===== config.mk =====
export PLATFORM = sky130hd
export DESIGN_NAME = layer1_write_act_flat
export DESIGN_NICKNAME = d
export VERILOG_FILES = /design/src/rtl/layer1_write_act_pkg.sv /design/src/rtl/layer1_write_act_if.sv /design/src/rtl/layer1_write_act_bank_tracker.sv /design/src/rtl/layer1_write_act.sv /design/src/flat_wrapper.sv
export SDC_FILE = /design/constraint.sdc
export NUM_CORES = 1
export LEC_CHECK = 0
export ABC_AREA = 1
export CAP_MARGIN = 20
export CORE_MARGIN = 1
export CORE_UTILIZATION = 30
export CTS_CLUSTER_DIAMETER = 120
export DETAILED_ROUTE_END_ITERATION = 10
export GPL_TIMING_DRIVEN = 1
export PLACE_DENSITY = 0.6
export SLEW_MARGIN = 0
export SYNTH_ARGS = -nofsm -noshare
export SYNTH_HDL_FRONTEND = slang
export SYNTH_SLANG_ARGS = --single-unit

===== constraint.sdc =====
create_clock -name ap_clk -period 1.3 [get_ports ap_clk]
set_clock_uncertainty 0.1 [all_clocks]
set_input_delay 0.13 -clock ap_clk [delete_from_list [all_inputs] [get_ports ap_clk]]
set_output_delay 0.13 -clock ap_clk [all_outputs]
set_load 0.03 [all_outputs]

===== src/rtl/layer1_write_act_pkg.sv =====
// Shared types and default geometry for the Layer 1 activation writer.
package layer1_pkg;

  typedef enum logic [1:0] {
    FILL   = 2'd0,
    NOTIFY = 2'd1,
    WAIT   = 2'd2
  } l1_state_e;

  localparam int L1_DWIDTH     = 64;
  localparam int L1_AWIDTH     = 10;
  localparam int L1_TILE_WORDS = 384;

endpackage


===== src/rtl/layer1_write_act_if.sv =====
// Stream, PE sync channel and BRAM write port of the Layer 1 activation writer.
interface layer1_write_act_if
  import layer1_pkg::*;
#(
  parameter int DWIDTH = L1_DWIDTH,
  parameter int AWIDTH = L1_AWIDTH
);

  logic [DWIDTH-1:0] reluRes_V_Data_V_TDATA;
  logic              reluRes_V_Data_V_TVALID;
  logic              reluRes_V_Data_V_TREADY;
  logic              SyncSig_V;
  logic              SyncSig_V_ap_vld;
  logic              SyncSig_V_ap_ack;
  logic              Release_V;
  logic              Release_V_ap_vld;
  logic [AWIDTH-1:0] ActBuf_Data_V_address0;
  logic              ActBuf_Data_V_ce0;
  logic              ActBuf_Data_V_we0;
  logic [DWIDTH-1:0] ActBuf_Data_V_d0;

  modport master (
    input  reluRes_V_Data_V_TDATA, reluRes_V_Data_V_TVALID,
    output reluRes_V_Data_V_TREADY,
    output SyncSig_V, SyncSig_V_ap_vld,
    input  SyncSig_V_ap_ack,
    input  Release_V, Release_V_ap_vld,
    output ActBuf_Data_V_address0, ActBuf_Data_V_ce0, ActBuf_Data_V_we0, ActBuf_Data_V_d0
  );

  modport slave (
    output reluRes_V_Data_V_TDATA, reluRes_V_Data_V_TVALID,
    input  reluRes_V_Data_V_TREADY,
    input  SyncSig_V, SyncSig_V_ap_vld,
    output SyncSig_V_ap_ack,
    output Release_V, Release_V_ap_vld,
    input  ActBuf_Data_V_address0, ActBuf_Data_V_ce0, ActBuf_Data_V_we0, ActBuf_Data_V_d0
  );

endinterface


===== src/rtl/layer1_write_act_bank_tracker.sv =====
// Occupancy flags of the two ping-pong banks; a handoff set beats a release
// of the same bank, while set and clear of different banks both apply.
module layer1_bank_tracker (
  input  logic       clk,
  input  logic       rst,
  input  logic       setEn,
  input  logic       setIdx,
  input  logic       clrEn,
  input  logic       clrIdx,
  output logic [1:0] busyNext_s
);

  logic [1:0] busy_r;

  // Next occupancy: set dominates clear on the same bank.
  always_comb begin
    busyNext_s = 2'b00;
    for (int i = 0; i < 2; i++) begin
      busyNext_s[i] = (setEn && (setIdx == i[0])) ||
                      (busy_r[i] && !(clrEn && (clrIdx == i[0])));
    end
  end

  // Occupancy register.
  always_ff @(posedge clk) begin
    if (rst) begin
      busy_r <= 2'b00;
    end else begin
      busy_r <= busyNext_s;
    end
  end

endmodule


===== src/rtl/layer1_write_act.sv =====
// Ping-pong activation writer: packs reluRes beats into alternating BRAM banks
// and hands each completed tile to the Layer 1 PE over the ap_vld/ap_ack channel.
module layer1_write_act
  import layer1_pkg::*;
#(
  parameter int DWIDTH     = L1_DWIDTH,
  parameter int AWIDTH     = L1_AWIDTH,
  parameter int TILE_WORDS = L1_TILE_WORDS
) (
  input  logic                 ap_clk,
  input  logic                 ap_rst,
  layer1_write_act_if.master   bus,
  output logic [15:0]          tile_cnt
);

  localparam logic [AWIDTH-2:0] LAST_OFF = (AWIDTH-1)'(TILE_WORDS - 1);
  localparam logic [AWIDTH-2:0] OFF_STEP = {{(AWIDTH-2){1'b0}}, 1'b1};

  l1_state_e         state_r;
  l1_state_e         nextState_s;
  logic              curBank_r;
  logic [AWIDTH-2:0] offset_r;
  logic              ready_r;
  logic              vld_r;
  logic              sync_r;
  logic              ce_r;
  logic [AWIDTH-1:0] addr_r;
  logic [DWIDTH-1:0] data_r;
  logic [15:0]       tileCnt_r;
  logic              accept_s;
  logic              lastBeat_s;
  logic              ackTake_s;
  logic [1:0]        busyNext_s;

  // ready_r is high only in FILL, so it alone qualifies an accept.
  assign accept_s   = bus.reluRes_V_Data_V_TVALID & ready_r;
  assign lastBeat_s = accept_s && (offset_r == LAST_OFF);
  assign ackTake_s  = (state_r == NOTIFY) && bus.SyncSig_V_ap_ack;

  layer1_bank_tracker u_tracker (
    .clk        (ap_clk),
    .rst        (ap_rst),
    .setEn      (ackTake_s),
    .setIdx     (curBank_r),
    .clrEn      (bus.Release_V_ap_vld),
    .clrIdx     (bus.Release_V),
    .busyNext_s (busyNext_s)
  );

  // Next-state decode; bank freedom is judged on post-update occupancy so a
  // same-cycle release lets filling resume on the following cycle.
  always_comb begin
    nextState_s = state_r;
    case (state_r)
      FILL: begin
        if (lastBeat_s) nextState_s = NOTIFY;
        else            nextState_s = FILL;
      end
      NOTIFY: begin
        if (bus.SyncSig_V_ap_ack) nextState_s = busyNext_s[~curBank_r] ? WAIT : FILL;
        else                      nextState_s = NOTIFY;
      end
      WAIT: begin
        if (!busyNext_s[curBank_r]) nextState_s = FILL;
        else                        nextState_s = WAIT;
      end
      default: nextState_s = FILL;
    endcase
  end

  // State, bank pointer and handshake outputs.
  always_ff @(posedge ap_clk) begin
    if (ap_rst) begin
      state_r   <= FILL;
      curBank_r <= 1'b0;
      ready_r   <= 1'b0;
      vld_r     <= 1'b0;
      sync_r    <= 1'b0;
      tileCnt_r <= 16'd0;
    end else begin
      state_r <= nextState_s;
      ready_r <= (nextState_s == FILL);
      vld_r   <= (nextState_s == NOTIFY);
      if (lastBeat_s) sync_r <= curBank_r;
      if (ackTake_s) begin
        curBank_r <= ~curBank_r;
        tileCnt_r <= tileCnt_r + 16'd1;
      end
    end
  end

  // Registered BRAM write port and word offset.
  always_ff @(posedge ap_clk) begin
    if (ap_rst) begin
      offset_r <= '0;
      ce_r     <= 1'b0;
      addr_r   <= '0;
      data_r   <= '0;
    end else begin
      ce_r <= accept_s;
      if (accept_s) begin
        addr_r   <= {curBank_r, offset_r};
        data_r   <= bus.reluRes_V_Data_V_TDATA;
        offset_r <= lastBeat_s ? '0 : offset_r + OFF_STEP;
      end
    end
  end

  assign bus.reluRes_V_Data_V_TREADY = ready_r;
  assign bus.SyncSig_V               = sync_r;
  assign bus.SyncSig_V_ap_vld        = vld_r;
  assign bus.ActBuf_Data_V_address0  = addr_r;
  assign bus.ActBuf_Data_V_ce0       = ce_r;
  assign bus.ActBuf_Data_V_we0       = ce_r;
  assign bus.ActBuf_Data_V_d0        = data_r;
  assign tile_cnt                    = tileCnt_r;

endmodule


===== src/flat_wrapper.sv =====
// flat-port wrapper written by rule: the top's interface ports become plain ports
module layer1_write_act_flat import layer1_pkg::*;
#(
  parameter int DWIDTH     = L1_DWIDTH,
  parameter int AWIDTH     = L1_AWIDTH,
  parameter int TILE_WORDS = L1_TILE_WORDS
)
  (ap_clk, ap_rst, tile_cnt, bus_reluRes_V_Data_V_TDATA, bus_reluRes_V_Data_V_TVALID, bus_reluRes_V_Data_V_TREADY, bus_SyncSig_V, bus_SyncSig_V_ap_vld, bus_SyncSig_V_ap_ack, bus_Release_V, bus_Release_V_ap_vld, bus_ActBuf_Data_V_address0, bus_ActBuf_Data_V_ce0, bus_ActBuf_Data_V_we0, bus_ActBuf_Data_V_d0);
  layer1_write_act_if #(.DWIDTH(DWIDTH), .AWIDTH(AWIDTH)) bus_i ();
  input  logic ap_clk;
  input  logic ap_rst;
  output logic [15:0] tile_cnt;
  input wire logic [$bits(bus_i.reluRes_V_Data_V_TDATA)-1:0] bus_reluRes_V_Data_V_TDATA;
  input wire logic [$bits(bus_i.reluRes_V_Data_V_TVALID)-1:0] bus_reluRes_V_Data_V_TVALID;
  output wire logic [$bits(bus_i.reluRes_V_Data_V_TREADY)-1:0] bus_reluRes_V_Data_V_TREADY;
  output wire logic [$bits(bus_i.SyncSig_V)-1:0] bus_SyncSig_V;
  output wire logic [$bits(bus_i.SyncSig_V_ap_vld)-1:0] bus_SyncSig_V_ap_vld;
  input wire logic [$bits(bus_i.SyncSig_V_ap_ack)-1:0] bus_SyncSig_V_ap_ack;
  input wire logic [$bits(bus_i.Release_V)-1:0] bus_Release_V;
  input wire logic [$bits(bus_i.Release_V_ap_vld)-1:0] bus_Release_V_ap_vld;
  output wire logic [$bits(bus_i.ActBuf_Data_V_address0)-1:0] bus_ActBuf_Data_V_address0;
  output wire logic [$bits(bus_i.ActBuf_Data_V_ce0)-1:0] bus_ActBuf_Data_V_ce0;
  output wire logic [$bits(bus_i.ActBuf_Data_V_we0)-1:0] bus_ActBuf_Data_V_we0;
  output wire logic [$bits(bus_i.ActBuf_Data_V_d0)-1:0] bus_ActBuf_Data_V_d0;
  assign bus_i.reluRes_V_Data_V_TDATA = bus_reluRes_V_Data_V_TDATA;
  assign bus_i.reluRes_V_Data_V_TVALID = bus_reluRes_V_Data_V_TVALID;
  assign bus_reluRes_V_Data_V_TREADY = bus_i.reluRes_V_Data_V_TREADY;
  assign bus_SyncSig_V = bus_i.SyncSig_V;
  assign bus_SyncSig_V_ap_vld = bus_i.SyncSig_V_ap_vld;
  assign bus_i.SyncSig_V_ap_ack = bus_SyncSig_V_ap_ack;
  assign bus_i.Release_V = bus_Release_V;
  assign bus_i.Release_V_ap_vld = bus_Release_V_ap_vld;
  assign bus_ActBuf_Data_V_address0 = bus_i.ActBuf_Data_V_address0;
  assign bus_ActBuf_Data_V_ce0 = bus_i.ActBuf_Data_V_ce0;
  assign bus_ActBuf_Data_V_we0 = bus_i.ActBuf_Data_V_we0;
  assign bus_ActBuf_Data_V_d0 = bus_i.ActBuf_Data_V_d0;
  layer1_write_act #(.DWIDTH(DWIDTH), .AWIDTH(AWIDTH), .TILE_WORDS(TILE_WORDS)) u_core (.ap_clk(ap_clk), .ap_rst(ap_rst), .bus(bus_i), .tile_cnt(tile_cnt));
endmodule

run_1/layers.png
Scale: 2 px per um. Only two layers are drawn.
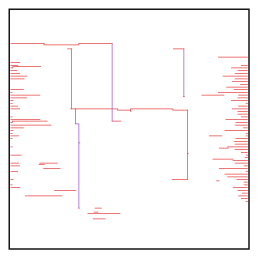
M3: drawn in red, wire length 717 um. M4: drawn in purple, wire length 179 um.

run_1/m4.png
Scale: 3 px per um.
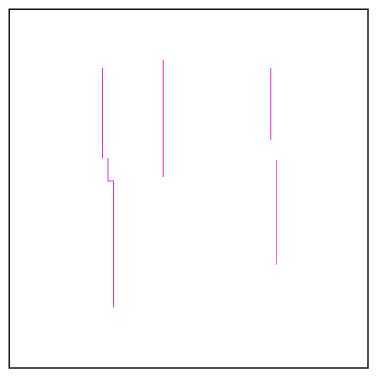
The wires run mostly vertical. The layer holds 1.5% of the routed length.
DR vias: 4148
WL final: 11620 um

run_1/gates.png
Scale: 3 px per um.
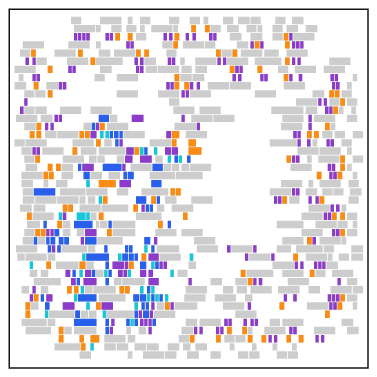
nor cells: drawn in purple, cells 183, where all over the die. nand cells: drawn in blue, cells 70. inv cells: drawn in cyan, cells 34. aoi and oai cells: drawn in orange, cells 112, where all over the die.
combinational fraction of the cell area: 27.73%
most frequent logic cell in the layout: nor2_1
post-route insts no fill: 910

==> flow_summary.ini, run 1 <==
; generated from flow reports
[worst_setup_path]
required_ns = 1.49
crit_type = register to register
arrival_ns = 1.54

[status]
violations = negative setup slack
outcome = finished, violations left

[yosys]
ys_cells = 540
simple_gate_area_share_pct = 26.71
synth-compound-area-share_pct = 14.12
logic_family = simple AND/OR/NAND/NOR gates
ys.flop_type = dfxtp_1
edf_count = 0
ys_ff = 108
ys_types = 29
syn_inst = 540
mux_area_share_pct = 0
async_flop_share_pct = 0
synth_area_um2 = 4113
ys_sh_adder_pct = 0.6085

[power]
switching_share_pct = 25.37
internal-power_mw = 5.683
fin_total_pwr_mw = 7.616
ir_worst_vdd_mv = 0.5036
p_leak_nw = 2.668

[placement]
gp_congestion = 0.8438
dpl_cell_area_um2 = 6316
post-place-cells = 890

[cts]
cts_max_level = 3
cts.clk_slew.worst_paths_ns = 0.07
numCtsBuffers = 9
cts_tree = yes

[job]
openroad.warnings = 28
max_cap_violations = 0

[floorplanning]
row_count = 42
die_w_um = 119.1
coreArea_um2 = 13300

[layout]
layout.area.comb_um2 = 1874
nNetsFinal = 801
lay_top_cells = nor2_1, dfxtp_1, o21ai_0
seq_area_um2 = 2206

[timing]
post-route-period-util_pct = 103.5
fin_ws_ns = -0.04591
slew_viol_final = 0
setup_viol_count_final = 2
rsz0062_at_grt = yes

[detailed_routing]
route.detailed.drc = 0

[worst_hold_path]
hold_class = input pin to register
[run 1: metrics by stage]
step	hold WS (ns)	util, %
after floorplan	0.1967	-
after global placement	0.3499	47.51
after detailed placement	0.3537	47.51
after CTS	0.2806	50.71
after global routing	0.2580	50.84
final	0.2381	50.84
[run 1: cell usage after synthesis (all sizes together) (2+ instances only)]
cell type | instances | area share [%]
clkbuf | 19 | 1.7
nor2 | 172 | 16
ha | 2 | 0.61
nand4 | 6 | 1.4
dfxtp | 108 | 53
o21ai | 83 | 10
nand3 | 15 | 2.4
nor3 | 7 | 0.85
nor3b | 2 | 0.36
buf | 9 | 1.2
nand2 | 49 | 4.7
nor4 | 2 | 0.30
a211oi | 3 | 0.55
a21oi | 25 | 3.1
and2 | 2 | 0.30
inv | 34 | 3.1
[run 1: logic make-up (layout without fill, tap and decap cells)]
kind of cell	Yosys count	count (layout)
adders and majority gates	2	2
buffers and inverters	62	256
DFF	108	108
and+or+nand+nor	255	255
AOI/OAI and AO/OA	113	113
[run 1: timing repair]
| action | CTS | global route |
|---|---|---|
| gates resized | 232 | 68 |
| buffers inserted | 0 | 3 |
| pin swaps | 4 | 14 |
| setup endpoints to repair | 97 | 94 |
| gates cloned | 0 | 1 |
| hold buffers | 0 | 0 |
[run 1: sequential cells by signal, summed over array words and instances (netlist names)]
register / flops
u_core.bus.ActBuf_Data_V_address0: 10
u_core.bus.ActBuf_Data_V_ce0: 1
u_core.bus.ActBuf_Data_V_d0: 64
u_core.bus.SyncSig_V: 1
u_core.bus.SyncSig_V_ap_vld: 1
u_core.bus.reluRes_V_Data_V_TREADY: 1
u_core.curBank_r: 1
u_core.offset_r: 9
u_core.state_r: 2
u_core.tile_cnt: 16
u_core.u_tracker.busy_r: 2
[run 1: worst max-delay path: stages (launching register included)]
cell and delay, ns:
dfxtp_4 0.37, ha_4 0.13, nand3_2 0.09, nor2_4 0.16
nand3_4 0.13, a21oi_4 0.16, and2_1 0.14
[run 1: worst paths after layout]
kind                              from                 end  slack [ns]  cells after the start
hold / removal    bus_SyncSig_V_ap_ack  u_core.tile_cnt[0]        0.24                      4
hold reg to reg     u_core.tile_cnt[3]  u_core.tile_cnt[3]        0.36                      1
setup reg to reg    u_core.offset_r[0]   u_core.state_r[0]       -0.05                      6
setup / recovery    u_core.offset_r[0]   u_core.state_r[0]       -0.05                      6
[run 1: cell type report]
type	instances	area share (%)
flip-flops and latches	108	32.64
repair buffers	206	29.62
multi-input cells	370	27.73
clock buffers	13	4.165
well taps	176	3.258
inverters	34	1.962
clock inverters	3	0.6294
[run 1: routing by layer]
metal  part of all wire, %  track usage (%)
met5                     0                0
met2                    46            27.43
met1                    46            20.07
met4                   1.5            6.962
met3                   6.2            3.736
[run 1: power groups by stage]
stage          Combinational (mW)  Sequential (mW)  Clock, mW
4_1_cts                      1.18             3.54       3.03
2_1_floorplan               0.302             3.90          0
3_3_place_gp                 1.22             3.61          0
6_report                     1.17             3.53       2.92
3_5_place_dp                 1.23             3.62          0
5_1_grt                      1.27             3.55       3.13
## Run 2: what changed since run 1
Settings changed: CORE_UTILIZATION 30 to 39, PLACE_DENSITY 0.6 to 0.75.
run_2/clock_nets.png
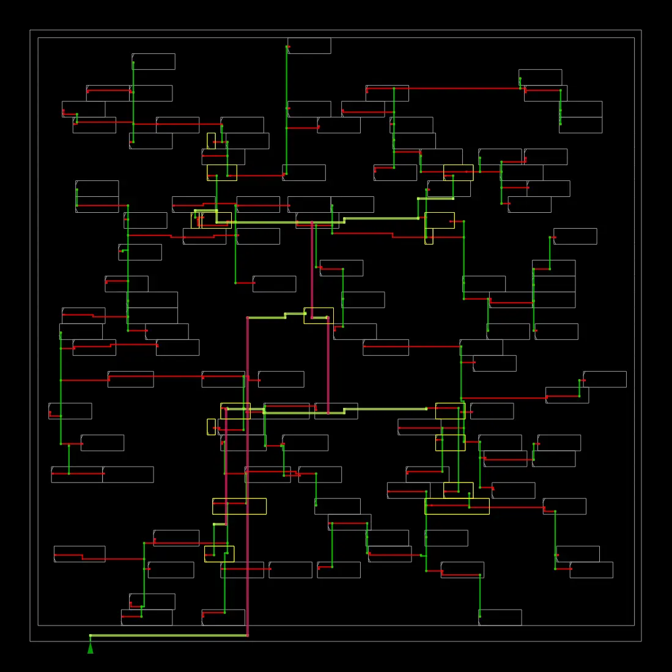
clock buffer count: 15
Sink Count: 108
Seq cells: 108
clk_lat worst skew: 0.37 ns
clock-net power: 2.14 mW

run_2/layers.png
Scale: 3 px per um. Only two layers are drawn.
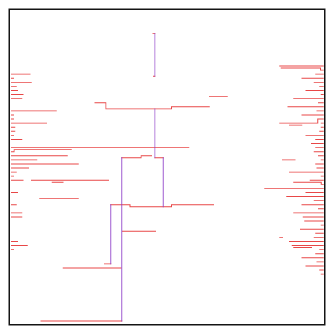
DR vias: 4188
Total GRT Usage: 20.45%
WL final: 11680 um
wire length per cell: 13.30 um

==> run 2 against run 1 <==
  * Critical path type unchanged
  * The run now ends clean
  * Cell count is 3.5% lower
  * First-iteration DRC count shrank 19%
  * Die size fell by 23%
  * Highest routed layer unchanged
  * Global-route usage up 4.1 points
  * Clock power down 27%
==> flow_summary.ini, run 2 <==
; generated from flow reports
[layout]
largest_reg_flops = 64
nNetsFinal = 809
lay_top_cells = nor2_1, dfxtp_1, clkdlybuf4s15_2

[power]
internal-power_mw = 5.097
p_leak_nw = 2.649
ir_worst_vdd_mv = 0.4652
switching_share_pct = 26.24

[worst_setup_path]
crit_type = register to register
crit_slowest_cell = dfxtp_4
cpPeakStageDelay_ns = 0.38
required_ns = 1.51
r2r.worst_path.cells = 7
r2r-end = u_core.bus.SyncSig_V
crit_path_cell_trace = nand2_4 > inv_2 > nand2_2 > nor2_4 > nand3_4 > buf_4 > a21oi_2

[job]
openroad.warnings = 28

[cts]
cts_tree = yes
cts_max_level = 3
numCtsBuffers = 9
cts.clk_slew.worst_paths_ns = 0.10

[global_route]
grtUsageMet1_pct = 23.36
grt_most_used_layer = met2
grt_max_degree = 36

[timing]
fin_ws_ns = 0.005714
slew_viol_final = 0

[yosys]
yosysMostFrequentCell = nor2_1
synth_area_um2 = 4113
ys_types = 29
edf_count = 0
netlist.area_leader.share_pct = 52.57
ys_ff = 108
async_flop_share_pct = 0
top_cells_by_count = nor2_1, dfxtp_1, o21ai_0, nand2_1, inv_1
yosys-top-cells-area = dfxtp_1, nor2_1, o21ai_0
syn_inst = 540
ys_cells = 540

[floorplanning]
die_area_um2 = 10960
row_count = 37
coreArea_um2 = 10280
die_w_um = 104.7

[placement]
gp_congestion = 0.8047

[status]
outcome = finished clean

[worst_hold_path]
hold_depth = 3
min_from = bus_reluRes_V_Data_V_TDATA[25]
hold_end = u_core.bus.ActBuf_Data_V_d0[25]
hold_class = input pin to register

[detailed_routing]
route.detailed.drc = 0
run 2: cell counts after synthesis:
Identical to the previous run, type by type.
run 2: timing repair:
item,CTS,global route
setup endpoints to repair,102,49
buffers inserted,3,7
resized,268,48
hold buffers,0,0
pin swaps,8,4
cloned,1,2
run 2: critical path: cells and delay by family, from the launching register on:
family | cells | cell delay (ns)
compound gates | 1 | 0.12
buf+inv | 2 | 0.25
flops | 1 | 0.38
simple gates | 4 | 0.39
run 2: worst max path at each step:
| stage | start | to | slack, ns |
|---|---|---|---|
| 2_1_floorplan | u_core.tile_cnt[11] | u_core.tile_cnt[15] | 0.002 |
| 3_3_place_gp | bus_SyncSig_V_ap_ack | u_core.tile_cnt[10] | -0.29 |
| 3_5_place_dp | bus_reluRes_V_Data_V_TVALID | u_core.bus.ActBuf_Data_V_address0[7] | -0.34 |
| 4_1_cts | u_core.offset_r[1] | u_core.offset_r[7] | -0.03 |
| 5_1_grt | u_core.offset_r[0] | u_core.offset_r[5] | -0.08 |
| 6_report | u_core.bus.reluRes_V_Data_V_TREADY | u_core.bus.SyncSig_V | 0.006 |
run 2: area by class of cell:
| cell class | instances | area, um2 |
|---|---|---|
| clock buffers | 15 | 177.7 |
| clock inverters | 1 | 30.03 |
| fillers | 845 | 3445 |
| inverters | 34 | 127.6 |
| multi-input cells | 370 | 1872 |
| flip-flops and latches | 108 | 2200 |
| well taps | 136 | 170.2 |
| repair buffers | 214 | 2256 |
run 2: stage by stage:
stage | std cells | utilization [%] | power, mW | hold slack [ns] | instance area (um2)
after floorplan | 540 | - | 4.203 | 0.1967 | 4190
after global placement | 849 | 60.90 | 4.825 | 0.3496 | 6259
after detailed placement | 849 | 60.90 | 4.846 | 0.3505 | 6259
after CTS | 869 | 64.89 | 6.936 | 0.2623 | 6669
after global routing | 878 | 66.48 | 7.198 | 0.2760 | 6833
final | 878 | 66.48 | 6.910 | 0.2721 | 6833
run 2: cell families (layout without fill, tap and decap cells):
| family | count (synthesis) | in the layout | share of synthesized area [%] |
|---|---|---|---|
| AND/OR/NAND/NOR | 255 | 255 | 26.71 |
| flip-flops | 108 | 108 | 52.57 |
| AND-OR/OR-AND | 113 | 113 | 14.12 |
| buffers and inverters | 62 | 264 | 5.993 |
| adder cells (fa/ha/maj) | 2 | 2 | 0.6084 |
run 2: power groups by stage:
| stage | clock network [mW] | registers, mW | logic [mW] |
|---|---|---|---|
| 2_1_floorplan | 0 | 3.90 | 0.302 |
| 3_3_place_gp | 0 | 3.61 | 1.21 |
| 3_5_place_dp | 0 | 3.62 | 1.23 |
| 4_1_cts | 2.18 | 3.54 | 1.22 |
| 5_1_grt | 2.32 | 3.56 | 1.32 |
| 6_report | 2.14 | 3.53 | 1.23 |
run 2: layer usage:
metal  vias up  share of wire (%)
met1      1930                 42
met5         -                  0
met3        10                6.1
li1       2134                  -
met2       114                 51
met4         0                1.0
Power figures rest on the tool's default switching activity, not on a simulated workload.
